===== src/rtl/int_exc_if.sv =====
// ---------------------------------------------------------------------------
// int_exc_if
// Bundles the signals that run between the pipeline and int_exc_sequencer.
//   master : the pipeline side. It drives stall, int_req, the exception
//            pulses and exc_pc, and it observes the sequencer outputs.
//   slave  : the sequencer side. It receives the pipeline inputs and drives
//            exceptions, interrupts, epc, epc_we, fetch_hold and int_pending.
// ---------------------------------------------------------------------------
interface int_exc_if #(
    parameter int PC_W = 32
);
    logic            stall;        // pipeline freeze
    logic            int_req;      // external interrupt pin, synchronous to clk
    logic            exc_stack;    // stack-empty exception pulse
    logic            exc_mem;      // invalid-address exception pulse
    logic [PC_W-1:0] exc_pc;       // PC of the faulting instruction
    logic [3:0]      exceptions;   // one-hot exception step
    logic [2:0]      interrupts;   // one-hot interrupt step
    logic [PC_W-1:0] epc;          // captured exception PC
    logic            epc_we;       // high in the first exception step
    logic            fetch_hold;   // high while a sequence runs
    logic            int_pending;  // latched, unserviced interrupt

    modport master (
        output stall, int_req, exc_stack, exc_mem, exc_pc,
        input  exceptions, interrupts, epc, epc_we, fetch_hold, int_pending
    );

    modport slave (
        input  stall, int_req, exc_stack, exc_mem, exc_pc,
        output exceptions, interrupts, epc, epc_we, fetch_hold, int_pending
    );
endinterface


===== src/rtl/int_exc_sequencer.sv =====
// ---------------------------------------------------------------------------
// int_exc_sequencer
// Converts the raw exception pulses and the external interrupt pin into the
// timed one-hot step sequences that the control unit decodes. It captures the
// faulting PC into EPC and holds fetch while a sequence runs.
//   clk, reset : rising-edge clock, synchronous active-high reset
//   bus        : int_exc_if.slave
//                (inputs : stall, int_req, exc_stack, exc_mem, exc_pc;
//                 outputs: exceptions, interrupts, epc, epc_we, fetch_hold,
//                          int_pending)
// All outputs are registered from the next-state decode, so a step appears
// in the cycle after the edge that chose it.
// ---------------------------------------------------------------------------
module int_exc_sequencer #(
    parameter int PC_W = 32
) (
    input  logic       clk,
    input  logic       reset,
    int_exc_if.slave   bus
);

    typedef enum logic [2:0] {
        S_IDLE, S_EA1, S_EA2, S_EB1, S_EB2, S_I1, S_I2, S_I3
    } state_e;

    state_e          state_q, state_d;
    logic            int_q, int_d;               // int_req edge register
    logic            int_pending_q, int_pending_d;
    logic [PC_W-1:0] epc_q, epc_d;
    logic [3:0]      exceptions_q, exceptions_d;
    logic [2:0]      interrupts_q, interrupts_d;
    logic            epc_we_q, epc_we_d;
    logic            fetch_hold_q, fetch_hold_d;

    logic            rise;
    logic            exc_any;
    state_e          exc_target;

    always_comb begin
        // NOTE: every _d takes its _q value first, so no path through this
        // block can infer a latch; the same defaults give the stall hold.
        state_d       = state_q;
        int_d         = int_q;
        int_pending_d = int_pending_q;
        epc_d         = epc_q;
        rise          = 1'b0;
        exc_any       = bus.exc_mem | bus.exc_stack;
        // exc_mem wins when both exception pulses arrive together.
        exc_target    = bus.exc_mem ? S_EB1 : S_EA1;

        if (!bus.stall) begin
            rise          = bus.int_req & ~int_q;
            int_d         = bus.int_req;
            int_pending_d = int_pending_q | rise;

            unique case (state_q)
                S_IDLE: begin
                    if (exc_any) begin
                        state_d = exc_target;
                        epc_d   = bus.exc_pc;
                    end else if (int_pending_q | rise) begin
                        state_d = S_I1;
                    end
                end
                S_EA1: state_d = S_EA2;
                S_EA2: state_d = S_IDLE;
                S_EB1: state_d = S_EB2;
                S_EB2: state_d = S_IDLE;
                // An exception preempts the first two interrupt steps; the
                // pending flag survives, so the interrupt restarts at I1
                // once the exception has completed.
                S_I1, S_I2: begin
                    if (exc_any) begin
                        state_d = exc_target;
                        epc_d   = bus.exc_pc;
                    end else begin
                        state_d = (state_q == S_I1) ? S_I2 : S_I3;
                    end
                end
                // Exceptions are ignored here because the handler is already
                // loading. The interrupt counts as serviced unless a new rise
                // lands on this same edge.
                S_I3: begin
                    state_d       = S_IDLE;
                    int_pending_d = rise;
                end
                default: state_d = S_IDLE;
            endcase
        end

        // Outputs decode the next state. Under stall state_d equals state_q,
        // so the outputs hold and the current step repeats.
        exceptions_d = 4'b0000;
        interrupts_d = 3'b000;
        epc_we_d     = 1'b0;
        unique case (state_d)
            S_EA1: begin exceptions_d = 4'b0001; epc_we_d = 1'b1; end
            S_EA2:       exceptions_d = 4'b0100;
            S_EB1: begin exceptions_d = 4'b0010; epc_we_d = 1'b1; end
            S_EB2:       exceptions_d = 4'b1000;
            S_I1:        interrupts_d = 3'b001;
            S_I2:        interrupts_d = 3'b010;
            S_I3:        interrupts_d = 3'b100;
            default:     ;
        endcase
        fetch_hold_d = (state_d != S_IDLE);
    end

    // NOTE: the reset is synchronous, so it sits inside the clocked branch.
    // Non-blocking assignments make every flop sample the values from before
    // the edge.
    always_ff @(posedge clk) begin
        if (reset) begin
            state_q       <= S_IDLE;
            int_q         <= 1'b0;
            int_pending_q <= 1'b0;
            epc_q         <= '0;
            exceptions_q  <= 4'b0000;
            interrupts_q  <= 3'b000;
            epc_we_q      <= 1'b0;
            fetch_hold_q  <= 1'b0;
        end else begin
            state_q       <= state_d;
            int_q         <= int_d;
            int_pending_q <= int_pending_d;
            epc_q         <= epc_d;
            exceptions_q  <= exceptions_d;
            interrupts_q  <= interrupts_d;
            epc_we_q      <= epc_we_d;
            fetch_hold_q  <= fetch_hold_d;
        end
    end

    assign bus.exceptions  = exceptions_q;
    assign bus.interrupts  = interrupts_q;
    assign bus.epc         = epc_q;
    assign bus.epc_we      = epc_we_q;
    assign bus.fetch_hold  = fetch_hold_q;
    assign bus.int_pending = int_pending_q;

endmodule


===== src/flat_wrapper.sv =====
// flat-port wrapper written by rule: the top's interface ports become plain ports
module int_exc_sequencer_flat 
#(
    parameter int PC_W = 32
)
  (clk, reset, bus_stall, bus_int_req, bus_exc_stack, bus_exc_mem, bus_exc_pc, bus_exceptions, bus_interrupts, bus_epc, bus_epc_we, bus_fetch_hold, bus_int_pending);
  int_exc_if #(.PC_W(PC_W)) bus_i ();
  input  logic clk;
  input  logic reset;
  input wire logic [$bits(bus_i.stall)-1:0] bus_stall;
  input wire logic [$bits(bus_i.int_req)-1:0] bus_int_req;
  input wire logic [$bits(bus_i.exc_stack)-1:0] bus_exc_stack;
  input wire logic [$bits(bus_i.exc_mem)-1:0] bus_exc_mem;
  input wire logic [$bits(bus_i.exc_pc)-1:0] bus_exc_pc;
  output wire logic [$bits(bus_i.exceptions)-1:0] bus_exceptions;
  output wire logic [$bits(bus_i.interrupts)-1:0] bus_interrupts;
  output wire logic [$bits(bus_i.epc)-1:0] bus_epc;
  output wire logic [$bits(bus_i.epc_we)-1:0] bus_epc_we;
  output wire logic [$bits(bus_i.fetch_hold)-1:0] bus_fetch_hold;
  output wire logic [$bits(bus_i.int_pending)-1:0] bus_int_pending;
  assign bus_i.stall = bus_stall;
  assign bus_i.int_req = bus_int_req;
  assign bus_i.exc_stack = bus_exc_stack;
  assign bus_i.exc_mem = bus_exc_mem;
  assign bus_i.exc_pc = bus_exc_pc;
  assign bus_exceptions = bus_i.exceptions;
  assign bus_interrupts = bus_i.interrupts;
  assign bus_epc = bus_i.epc;
  assign bus_epc_we = bus_i.epc_we;
  assign bus_fetch_hold = bus_i.fetch_hold;
  assign bus_int_pending = bus_i.int_pending;
  int_exc_sequencer #(.PC_W(PC_W)) u_core (.clk(clk), .reset(reset), .bus(bus_i));
endmodule

===== config.mk =====
export PLATFORM = sky130hd
export DESIGN_NAME = int_exc_sequencer_flat
export DESIGN_NICKNAME = d
export VERILOG_FILES = /design/src/rtl/int_exc_if.sv /design/src/rtl/int_exc_sequencer.sv /design/src/flat_wrapper.sv
export SDC_FILE = /design/constraint.sdc
export NUM_CORES = 1
export LEC_CHECK = 0
export ABC_AREA = 1
export CORE_ASPECT_RATIO = 1.1
export CORE_MARGIN = 3
export CORE_UTILIZATION = 45
export DETAILED_ROUTE_END_ITERATION = 10
export PLACE_DENSITY = 0.82
export SETUP_SLACK_MARGIN = 0.5
export SYNTH_ARGS = -nofsm -noshare
export SYNTH_HDL_FRONTEND = slang
export SYNTH_SLANG_ARGS = --single-unit

===== constraint.sdc =====
create_clock -name clk -period 2.71 [get_ports clk]
set_input_delay 0.542 -clock clk [delete_from_list [all_inputs] [get_ports clk]]
set_output_delay 0.542 -clock clk [all_outputs]
set_load 0.01 [all_outputs]

run_1/gates.png
Scale bar: 20 um.
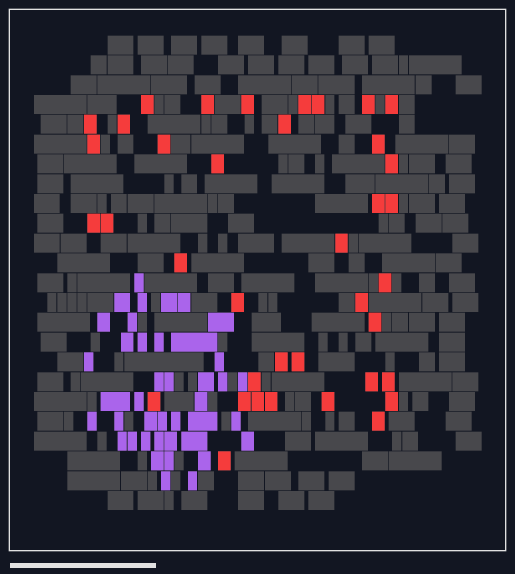
Purple is nand cells, cells 41. Red is aoi and oai cells, cells 38.
final non-filler cell total: 360
commonest non-fill, non-tap cell in the layout: sky130_fd_sc_hd__clkdlybuf4s50_1
multi-input gate share of the layout cell area: 29.0%

run_1/m3.png
Scale bar: 20 um.
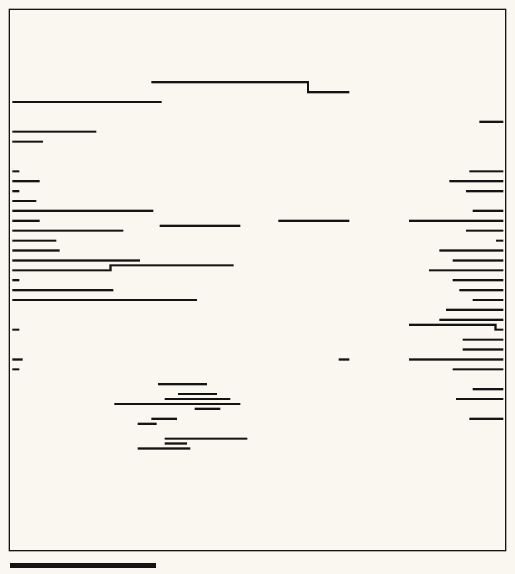
The wires run mostly horizontal. The layer holds 10% of the routed length. The longest straight run is 25.1 um.
GR Util met3: 7.85%
via total after detailed routing: 1700
drt total wl: 4360 um

run_1/placed.png
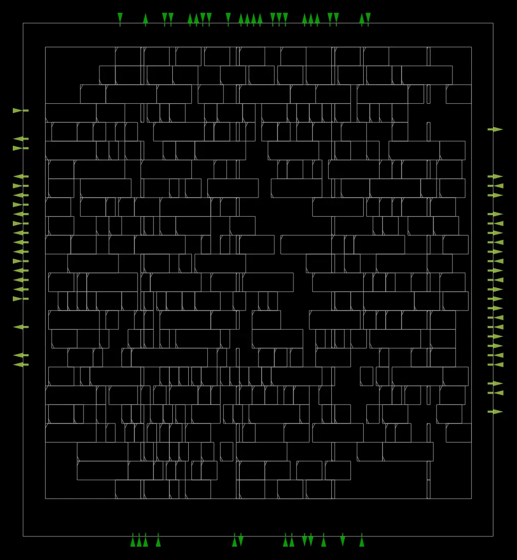
flip-flop and latch share of the layout cell area: 33.3%
Finished Core Util: 68.8%

==> run 1: per-stage QoR <==
step / power [mW] / setup slack (ns) / hold WS [ns]
floorplan: 1.04 / 1.37 / 0.470
global placement: 1.21 / 0.612 / 0.465
detailed placement: 1.21 / 0.567 / 0.476
CTS: 1.72 / 0.884 / 0.497
global route: 1.79 / 0.722 / 0.515
finish: 1.69 / 0.877 / 0.489
==> run 1: synth_stat cells (all sizes together) <==
master	instances	area, um2
dfxtp	46	921
buf	8	103
clkbuf	2	7.51
nand2	29	131
clkinv	1	3.75
nand3	12	82.6
o21ai	34	170
inv	15	63.8
nor3	1	10.0
a21oi	4	20.0
nor2	77	389
==> run 1: worst max path at each step <==
stage	startpoint	cells past startpoint	endpoint
after floorplan	bus_exc_mem	8	u_core.bus.epc[12]$_SDFFE_PP0P_
after global placement	bus_exc_mem	9	u_core.bus.epc[0]$_SDFFE_PP0P_
after detailed placement	bus_exc_mem	9	u_core.bus.epc[17]$_SDFFE_PP0P_
after CTS	bus_exc_mem	9	u_core.bus.epc[17]$_SDFFE_PP0P_
after global routing	bus_exc_mem	9	u_core.bus.epc[1]$_SDFFE_PP0P_
final	bus_exc_mem	9	u_core.bus.epc[0]$_SDFFE_PP0P_
==> run 1: cells in the final DEF, fill, tap and decap left out, types with 2 or more instances in the layout <==
cell	netlist	final
sky130_fd_sc_hd__nor2_2	31	31
sky130_fd_sc_hd__inv_2	6	6
sky130_fd_sc_hd__o21ai_1	12	12
sky130_fd_sc_hd__nor2_1	43	43
sky130_fd_sc_hd__nand3_2	2	2
sky130_fd_sc_hd__clkbuf_1	2	2
sky130_fd_sc_hd__nand2_4	2	2
sky130_fd_sc_hd__clkbuf_8	0	5
sky130_fd_sc_hd__nand2_2	3	3
sky130_fd_sc_hd__o21ai_0	22	22
sky130_fd_sc_hd__buf_4	0	2
sky130_fd_sc_hd__dfxtp_1	46	46
sky130_fd_sc_hd__inv_1	8	8
sky130_fd_sc_hd__a21oi_1	4	4
sky130_fd_sc_hd__nand2_1	24	24
sky130_fd_sc_hd__clkdlybuf4s50_1	0	79
sky130_fd_sc_hd__nor2_4	3	3
sky130_fd_sc_hd__nand3_1	9	9
==> run 1: layer usage <==
| layer | up-vias | GRT usage [%] |
|---|---|---|
| met5 | - | 0 |
| met4 | 0 | 5.74 |
| met3 | 5 | 7.85 |
| met2 | 69 | 29.9 |
| met1 | 750 | 21.0 |
| li1 | 876 | - |
==> run 1: state kept, by name, indices dropped and copies added, names as in the netlist <==
signal	flops
u_core.bus.epc	32
u_core.bus.exceptions	4
u_core.bus.interrupts	3
u_core.state_q	3
u_core.bus.epc_we	1
u_core.bus.fetch_hold	1
u_core.bus.int_pending	1
u_core.int_q	1
==> run 1: cells by family after synthesis <==
family          Yosys count
compound gates           38
buf+inv                  26
flops                    46
simple gates            119
==> run 1: worst reg2reg max path, delay by kind of cell (launching register included) <==
| family | cells | cell delay [ns] |
|---|---|---|
| flip-flops | 1 | 0.51 |
| AND/OR/NAND/NOR | 5 | 0.70 |
| buffers and inverters | 2 | 0.31 |
==> summary.rpt, run 1 <==
RUN METRICS
----------------------------------------------------
[Die]
  Core Footprint ........................ 4020 um2
  # IOs ........................ 80
  Chip Footprint ........................ 5040 um2

[Final layout]
  Fraction of layout cells with a size suffix above 1 ........................ a little under a fifth
  Antenna Cells ........................ 0
  Logic area ........................ approximately 800 um2
  Clock tree cell share of total cell area ........................ between 3 and 4%
  Biggest cell category by area in the final layout ........................ flip-flops and latches

[Synth]
  Gate count after technology mapping ........................ around 230
  Share of the yosys chip area belonging to registers ........................ approximately 48%
  Netlist Area Pre-Place ........................ 1900 um2
  Ys flops ........................ around 46
  Synthesized area per cell ........................ between 8 and 9 um2
  Largest family of logic cells by area ........................ simple AND/OR/NAND/NOR gates
  Share of synthesized cell area in full adder, half adder and majority cells ........................ 0%
  Compound-gate portion of the synthesized area ........................ 10.0%
  Yosys cell count ........................ ~230

[Place]
  Area after detailed placement ........................ between 2000 and 3000 um2
  Number of port buffers ........................ around 79
  Placed instance count ........................ around 350

[Power]
  Seq power ........................ approximately 0.79 mW
  Relative contribution of sequential cells to total power ........................ between 40% and 50%
  Net switching power ........................ roughly 0.46 mW
  P_clk ........................ approximately 0.5 mW
  Fraction of power spent switching nets ........................ a little over a quarter
  Largest Pwr Group ........................ registers

[Setup path]
  Buffers & Inverters on Critical Path ........................ 4
  Sort of element at the start of the critical path ........................ input pin
  Ordered cell list for the critical path ........................ clkdlybuf4s50_1 > inv_1 > nand2_1 > inv_1 > nor2_4 > nand2_4 > inv_8 > nor2_1 > nor2_1
  Standard cell with the maximum stage delay on the critical path ........................ sky130_fd_sc_hd__clkdlybuf4s50_1
  Longest individual stage delay on the worst path ........................ 0.47 ns
  Reg-to-Reg End ........................ u_core.bus.epc[0]$_SDFFE_PP0P_
  Beginning of the worst register-to-register path ........................ u_core.state_q[2]$_SDFF_PP0_

[Global route]
  Global-route wire length before repair ........................ about 7000 um
  Initial antenna violation count ........................ 0

[Status]
  Result of the run ........................ finished clean

[Route]
  Average wire length per cell after detail routing ........................ around 12 um
  Metal3 WL ........................ ~460 um

[Timing]
  Final critical-path share of the clock period ........................ around 68%
  Max Freq ........................ 546 MHz
  Unrepaired setup endpoints after global routing ........................ false
  Worst-margin pin slew ........................ between 0.3 and 0.4 ns
  Slew Limit Fails ........................ 0

[Job]
  Count of maximum capacitance violations ........................ 0

[Min path]
  Worst Hold Endpoint ........................ u_core.bus.epc[0]$_SDFFE_PP0P_

[Clock tree]
  Root cell of the clock tree ........................ sky130_fd_sc_hd__clkbuf_8

----------------------------------------------------
--- run 2 (diff from run 1) ---
--- a/config.mk
+++ b/config.mk
@@ -8,9 +8,9 @@
 export ABC_AREA = 1
 export CORE_ASPECT_RATIO = 1.1
 export CORE_MARGIN = 3
-export CORE_UTILIZATION = 45
+export CORE_UTILIZATION = 42
 export DETAILED_ROUTE_END_ITERATION = 10
-export PLACE_DENSITY = 0.82
+export PLACE_DENSITY = 0.77
 export SETUP_SLACK_MARGIN = 0.5
 export SYNTH_ARGS = -nofsm -noshare
 export SYNTH_HDL_FRONTEND = slang
==> constraint.sdc (replaced) <==
create_clock -name clk -period 1.8 [get_ports clk]
set_input_delay 0.36 -clock clk [delete_from_list [all_inputs] [get_ports clk]]
set_output_delay 0.36 -clock clk [all_outputs]
set_load 0.01 [all_outputs]
run_2/util_map.png
7 x 8 tiles, from black (low) to pale yellow (high), 0 to 100% covered.
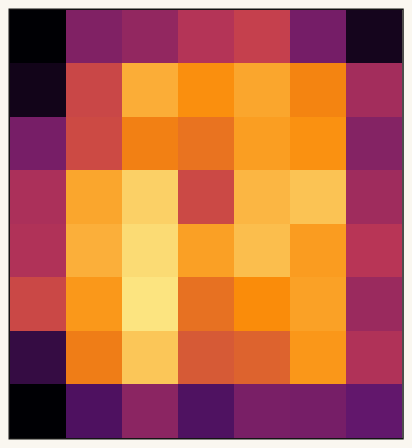
The emptiest ninth of the die: upper left. 34% of the tiles are over 75% full. The fullest tile reaches 94%. The densest ninth of the die: center. 3.6% of the tiles are nearly empty.

run_2/gates.png
Scale bar: 20 um.
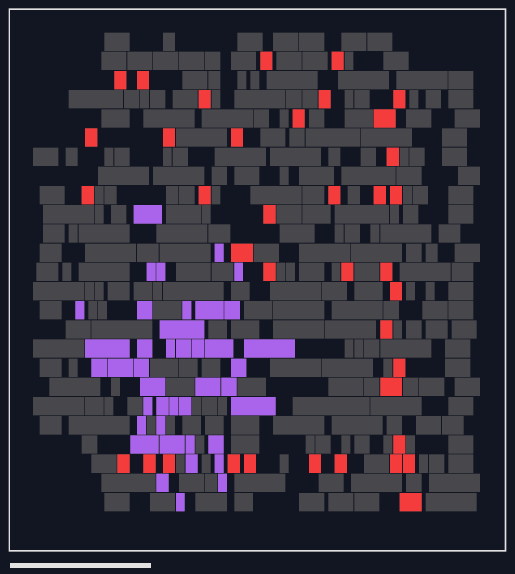
Red is aoi and oai cells, cells 38. Purple is nand cells, cells 41.

==> run 2 against run 1 <==
- sequential share of layout area is 2.6 points lower
- power is 57% higher
- combinational power is 75% higher
- cell count is 5.3% higher
- critical path type is now reg2out
- critical endpoint is now bus_epc[6]
==> summary.rpt, run 2 <==
RUN METRICS
----------------------------------------------------
[Final layout]
  Fraction of layout cells with a size suffix above 1 ........................ between 30% and 40%
  Commonest non-fill, non-tap cell in the layout ........................ sky130_fd_sc_hd__nor2_1
  Flip-flop count of the largest register, all copies and words added ........................ 32
  Finished Core Util ........................ 70.5%

[Route]
  Via total after detailed routing ........................ between 1500 and 2000
  Average wire length per cell after detail routing ........................ roughly 13 um

[Die]
  # IOs ........................ 80

[Power]
  Total design power ........................ 2.66 mW
  Relative contribution of sequential cells to total power ........................ 44.5%
  Fraction of power spent switching nets ........................ between 20% and 30%

[Synth]
  Share of the yosys chip area belonging to registers ........................ 48.4%
  Primary flip-flop cell chosen by synthesis mapping ........................ sky130_fd_sc_hd__dfxtp_1
  Biggest area cells ........................ sky130_fd_sc_hd__dfxtp_1 (48%), sky130_fd_sc_hd__nor2_2 (10%), sky130_fd_sc_hd__nor2_1 (8.5%), sky130_fd_sc_hd__o21ai_0 (5.8%), sky130_fd_sc_hd__nand2_1 (4.7%)

[Setup path]
  Longest individual stage delay on the worst path ........................ 0.36 ns
  Reg-to-Reg End ........................ u_core.bus.epc[12]$_SDFFE_PP0P_
  Ordered cell list for the critical path ........................ dlygate4sd2_1

[Status]
  Result of the run ........................ finished clean

[Timing]
  Slew Limit Fails ........................ 0
  Worst-margin pin slew ........................ between 0.2 and 0.25 ns

[Min path]
  Worst Hold Endpoint ........................ u_core.int_q$_SDFFE_PP0N_

----------------------------------------------------
run_2/placed.png
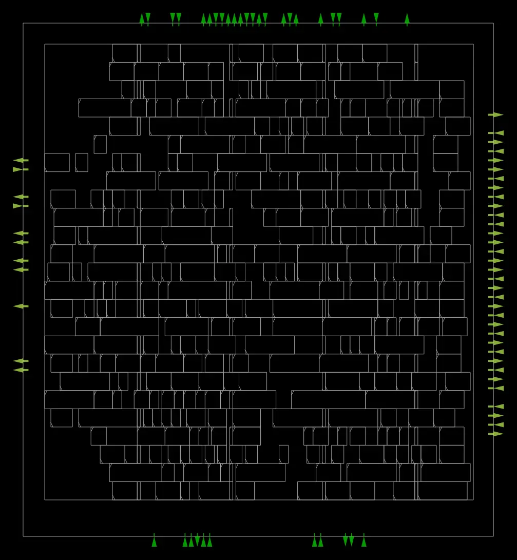
Cell Rows: 25
flop count: 46

## run 2: netlist changes by cell type in the layout (fill, tap and decap cells not counted), sizes merged
cell	before	now
buf	2	17
inv	15	19
clkdlybuf4s15	0	23
clkbuf	7	13
dlymetal6s2s	0	1
clkdlybuf4s50	79	33
dlygate4sd2	0	14
## run 2: what timing repair did
item | in CTS | in global routing
hold buffers | 0 | 0
resized | 62 | 90
buffers inserted | 2 | 9
setup endpoints to repair | 84 | 68
pin swaps | 3 | 17
cloned | 2 | 0
## run 2: how the worst max path moves through the flow
stage,startpoint,slack (ns),cells after the start,end
floorplan,u_core.state_q[2]$_SDFF_PP0_,0.59,9,u_core.bus.epc[12]$_SDFFE_PP0P_
global placement,bus_exc_mem,0.04,9,u_core.bus.epc[1]$_SDFFE_PP0P_
detailed placement,bus_exc_mem,-0.02,9,u_core.bus.epc[23]$_SDFFE_PP0P_
CTS,u_core.bus.epc[13]$_SDFFE_PP0P_,0.47,1,bus_epc[13]
global route,u_core.state_q[1]$_SDFF_PP0_,0.47,9,u_core.bus.exceptions[3]$_SDFF_PP0_
finish,u_core.bus.epc[6]$_SDFFE_PP0P_,0.52,1,bus_epc[6]
## run 2: logic make-up after synthesis
kind of cell | share of synthesized area [%]
AOI/OAI and AO/OA | 10.0
buffers and inverters | 9.34
DFF | 48.4
and+or+nand+nor | 32.2
## run 2: routing by layer
metal  GRT usage, %  vias up
met4           5.17        0
met5              0        -
met3           4.22        4
met1           22.1      823
li1               -      913
met2           27.1       59
## run 2: power groups by stage
stage / combinational (mW) / clock, mW / sequential [mW]
floorplan: 0.319 / 0 / 1.24
global placement: 0.640 / 0 / 1.20
detailed placement: 0.649 / 0 / 1.20
CTS: 0.633 / 0.787 / 1.18
global route: 0.789 / 0.821 / 1.20
finish: 0.721 / 0.757 / 1.19
## run 2: cell type report
type	count	area share, %
timing repair inverter	2	0.653
inverter	16	2.65
tap	54	2.20
timing repair buffer	96	30.0
clock inverter	3	1.43
multi-input combinational	157	30.2
clock buffer	5	2.25
sequential	46	30.6
## run 2: stage by stage
stage          area [um2]  hold slack [ns]
2_1_floorplan        1900            0.429
5_1_grt              3060            0.397
3_3_place_gp         2720            0.462
6_report             3060            0.388
4_1_cts              2860            0.486
3_5_place_dp         2720            0.471
--- run 3 (diff from run 2) ---
==> constraint.sdc (replaced) <==
create_clock -name clk -period 1.28 [get_ports clk]
set_input_delay 0.256 -clock clk [delete_from_list [all_inputs] [get_ports clk]]
set_output_delay 0.256 -clock clk [all_outputs]
set_load 0.01 [all_outputs]
run_3/util_map.png
7 x 8 tiles, from black (low) to pale yellow (high), 0 to 100% covered.
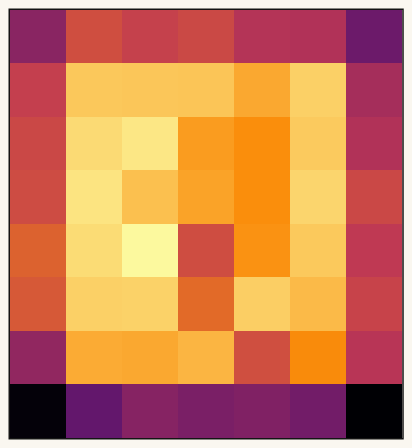
The fullest tile reaches 99%. 3.6% of the tiles are nearly empty. 46% of the tiles are over 75% full.

run_3/m3.png
Scale bar: 20 um.
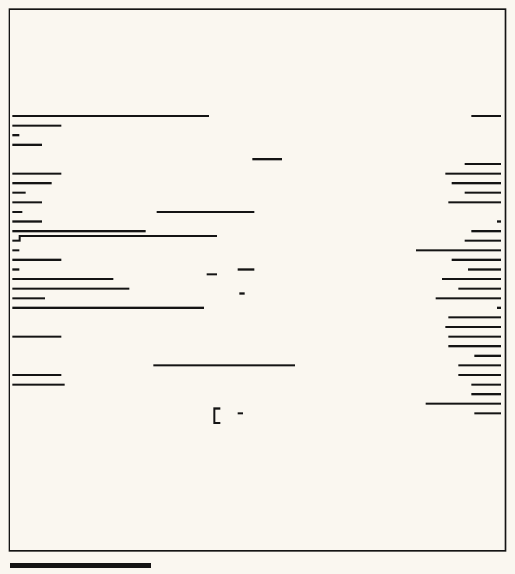
GR Util met3: 7.39%
drt total wl: 5570 um
via total after detailed routing: 1975

==> run 3 against run 2 <==
- non-clock buffer count is 34 higher
- setup slack worse by 0.51 ns
- flip-flop count is the same
- synthesized area unchanged
- critical path depth grew 6
- hold slack worse by 0.014 ns
==> summary.rpt, run 3 <==
RUN METRICS
----------------------------------------------------
[Synth]
  Post-synthesis cell type with the largest instance count ........................ sky130_fd_sc_hd__dfxtp_1
  Gate count after technology mapping ........................ 229
  Top cell types by occurrence after synthesis ........................ sky130_fd_sc_hd__dfxtp_1 (46), sky130_fd_sc_hd__nor2_1 (43), sky130_fd_sc_hd__nor2_2 (31)
  Synth area leader ........................ sky130_fd_sc_hd__dfxtp_1
  Share of the yosys chip area belonging to registers ........................ approximately half
  Synthesized area per cell ........................ just over 8 um2
  Primary flip-flop cell chosen by synthesis mapping ........................ sky130_fd_sc_hd__dfxtp_1
  Ys flops ........................ about 46
  Top-area cell share ........................ between 40% and 50%
  Number of synthesized flops with an enable pin ........................ 0
  Biggest area cells ........................ sky130_fd_sc_hd__dfxtp_1 (48%), sky130_fd_sc_hd__nor2_2 (10%), sky130_fd_sc_hd__nor2_1 (8.5%), sky130_fd_sc_hd__o21ai_0 (5.8%), sky130_fd_sc_hd__nand2_1 (4.7%)
  Netlist Area Pre-Place ........................ roughly 1900 um2
  Async set-reset flop share out of synthesis ........................ 0%

[Place]
  Area after detailed placement ........................ about 2800 um2
  Number of port buffers ........................ between 70 and 80

[Timing]
  Max Freq ........................ 790 MHz
  Slew Limit Fails ........................ 0
  Worst-margin pin slew ........................ approximately 0.28 ns
  Unrepaired setup endpoints after global routing ........................ true

[Setup path]
  Buffers & Inverters on Critical Path ........................ 2
  Ordered cell list for the critical path ........................ inv_4 > nand3_4 > nand3_4 > nand2_8 > buf_8 > o21ai_2 > nor2_1
  Depth of the critical timing path with buffers and inverters included ........................ 7
  Sort of element at the start of the critical path ........................ register
  Longest individual stage delay on the worst path ........................ about 0.38 ns

[Job]
  Count of maximum capacitance violations ........................ 0

[Route]
  Average wire length per cell after detail routing ........................ between 10 and 15 um

[Final layout]
  Flip-flop count of the largest register, all copies and words added ........................ 32
  Logic area ........................ approximately 1000 um2
  Area of all placed cells without fillers ........................ 3530 um2
  Fraction of layout cells with a size suffix above 1 ........................ about 68%
  Finished Core Util ........................ between 80% and 90%
  Antenna Cells ........................ 0

[Clock tree]
  Root cell of the clock tree ........................ sky130_fd_sc_hd__clkbuf_8
  CTS Hold Buffers Added ........................ 0

[Global route]
  Met1 GRT Util ........................ between 20% and 30%
  Global-route wire length before repair ........................ ~8800 um
  Initial antenna violation count ........................ 0
  Met2 routing resource usage after global routing ........................ a little over a third

[Die]
  # IOs ........................ approximately 80
  Chip Footprint ........................ roughly 5400 um2
  Cell Rows ........................ 25

[Status]
  Result of the run ........................ finished clean

----------------------------------------------------
run_3/placed.png
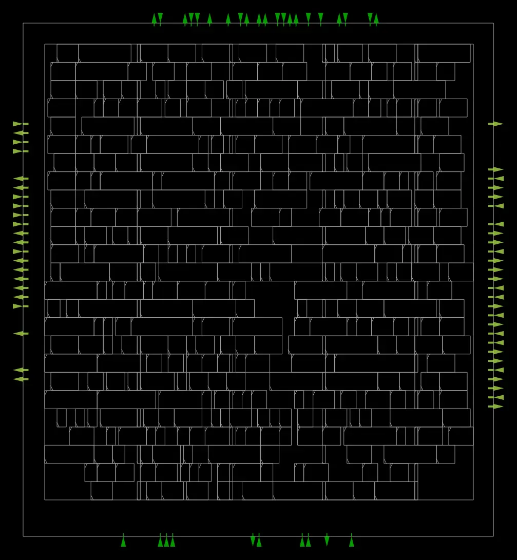
fill cell instance count of the final layout: 267
# Taps: 54
final non-filler cell total: 411
Core Footprint: 4350 um2

-- run 3: cell type report --
type                    count  share of cell area, %
multi-input cells         158                   29.0
inverters                  16                   2.34
flip-flops and latches     46                   27.7
clock buffers               7                   3.05
well taps                  54                   1.91
repair buffers            130                   36.0
-- run 3: per-layer routing --
metal	share of wire [%]	wire (um)
met5	0	0
met4	1.2	68
met3	7.2	399
met2	52	2900
met1	40	2210
-- run 3: kinds of logic after synthesis --
family | Yosys count | share of synthesized area [%]
and+or+nand+nor | 119 | 32.2
DFF | 46 | 48.4
buffers and inverters | 26 | 9.34
AOI/OAI and AO/OA | 38 | 10.0
-- run 3: worst min-delay path, stage by stage --
cell	delay, ns
sky130_fd_sc_hd__dlygate4sd2_1	0.23
sky130_fd_sc_hd__buf_4	0.12
sky130_fd_sc_hd__a21oi_1	0.03
-- run 3: stage by stage --
| stage | power, mW | setup slack [ns] | cells | hold slack [ns] |
|---|---|---|---|---|
| 2_1_floorplan | 2.22 | 0.128 | 229 | 0.319 |
| 6_report | 4.03 | 0.0141 | 411 | 0.374 |
| 5_1_grt | 4.24 | -0.0702 | 411 | 0.404 |
| 3_3_place_gp | 2.62 | -0.399 | 363 | 0.465 |
| 3_5_place_dp | 2.64 | -0.440 | 363 | 0.479 |
| 4_1_cts | 3.92 | 0.0619 | 407 | 0.373 |
-- run 3: path summary, 6_finish.rpt --
kind / startpoint / to / slack [ns]
worst min-delay path: reset / u_core.bus.int_pending$_SDFFE_PP0N_ / 0.37
worst max-delay path: u_core.state_q[0]$_SDFF_PP0_ / u_core.bus.epc[7]$_SDFFE_PP0P_ / 0.01
worst min register to register: u_core.bus.epc[19]$_SDFFE_PP0P_ / u_core.bus.epc[19]$_SDFFE_PP0P_ / 0.50
worst max register to register: u_core.state_q[0]$_SDFF_PP0_ / u_core.bus.epc[7]$_SDFFE_PP0P_ / 0.01
-- run 3: where the power goes --
| group | internal [mW] | leakage [nW] | total (mW) | switching [mW] |
|---|---|---|---|---|
| sequential | 1.59 | 0.394 | 1.70 | 0.110 |
| combinational | 0.727 | 1.13 | 1.32 | 0.594 |
| clock | 0.546 | 0.0555 | 1.01 | 0.461 |
-- run 3: what timing repair did --
action	in CTS	in global routing
setup buffers	35	4
gates resized	286	43
pin swaps	14	16
cloned	2	0
setup endpoints to repair	88	88

==> layout pictures side by side <==
Port wiring.
image #1
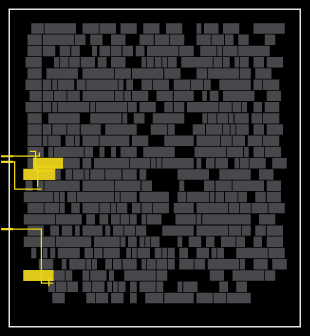
image #2
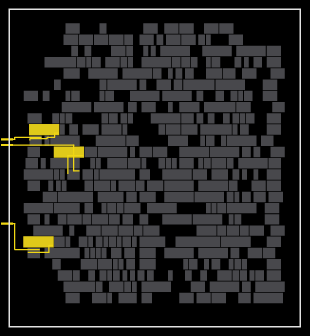
image #3
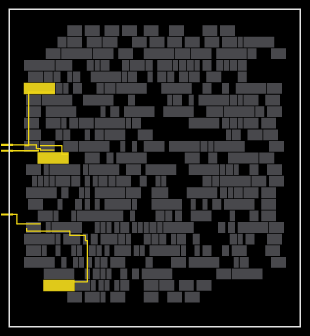
run 1 -> image #3
run 3 -> image #1
run 2 -> image #2

Key to image #3:
Yellow is bus_interrupts, bits 3, direction output, edge left, end cells 3, buffers 3, wire 84.4 um.

Power is estimated from default activity; no workload was simulated.
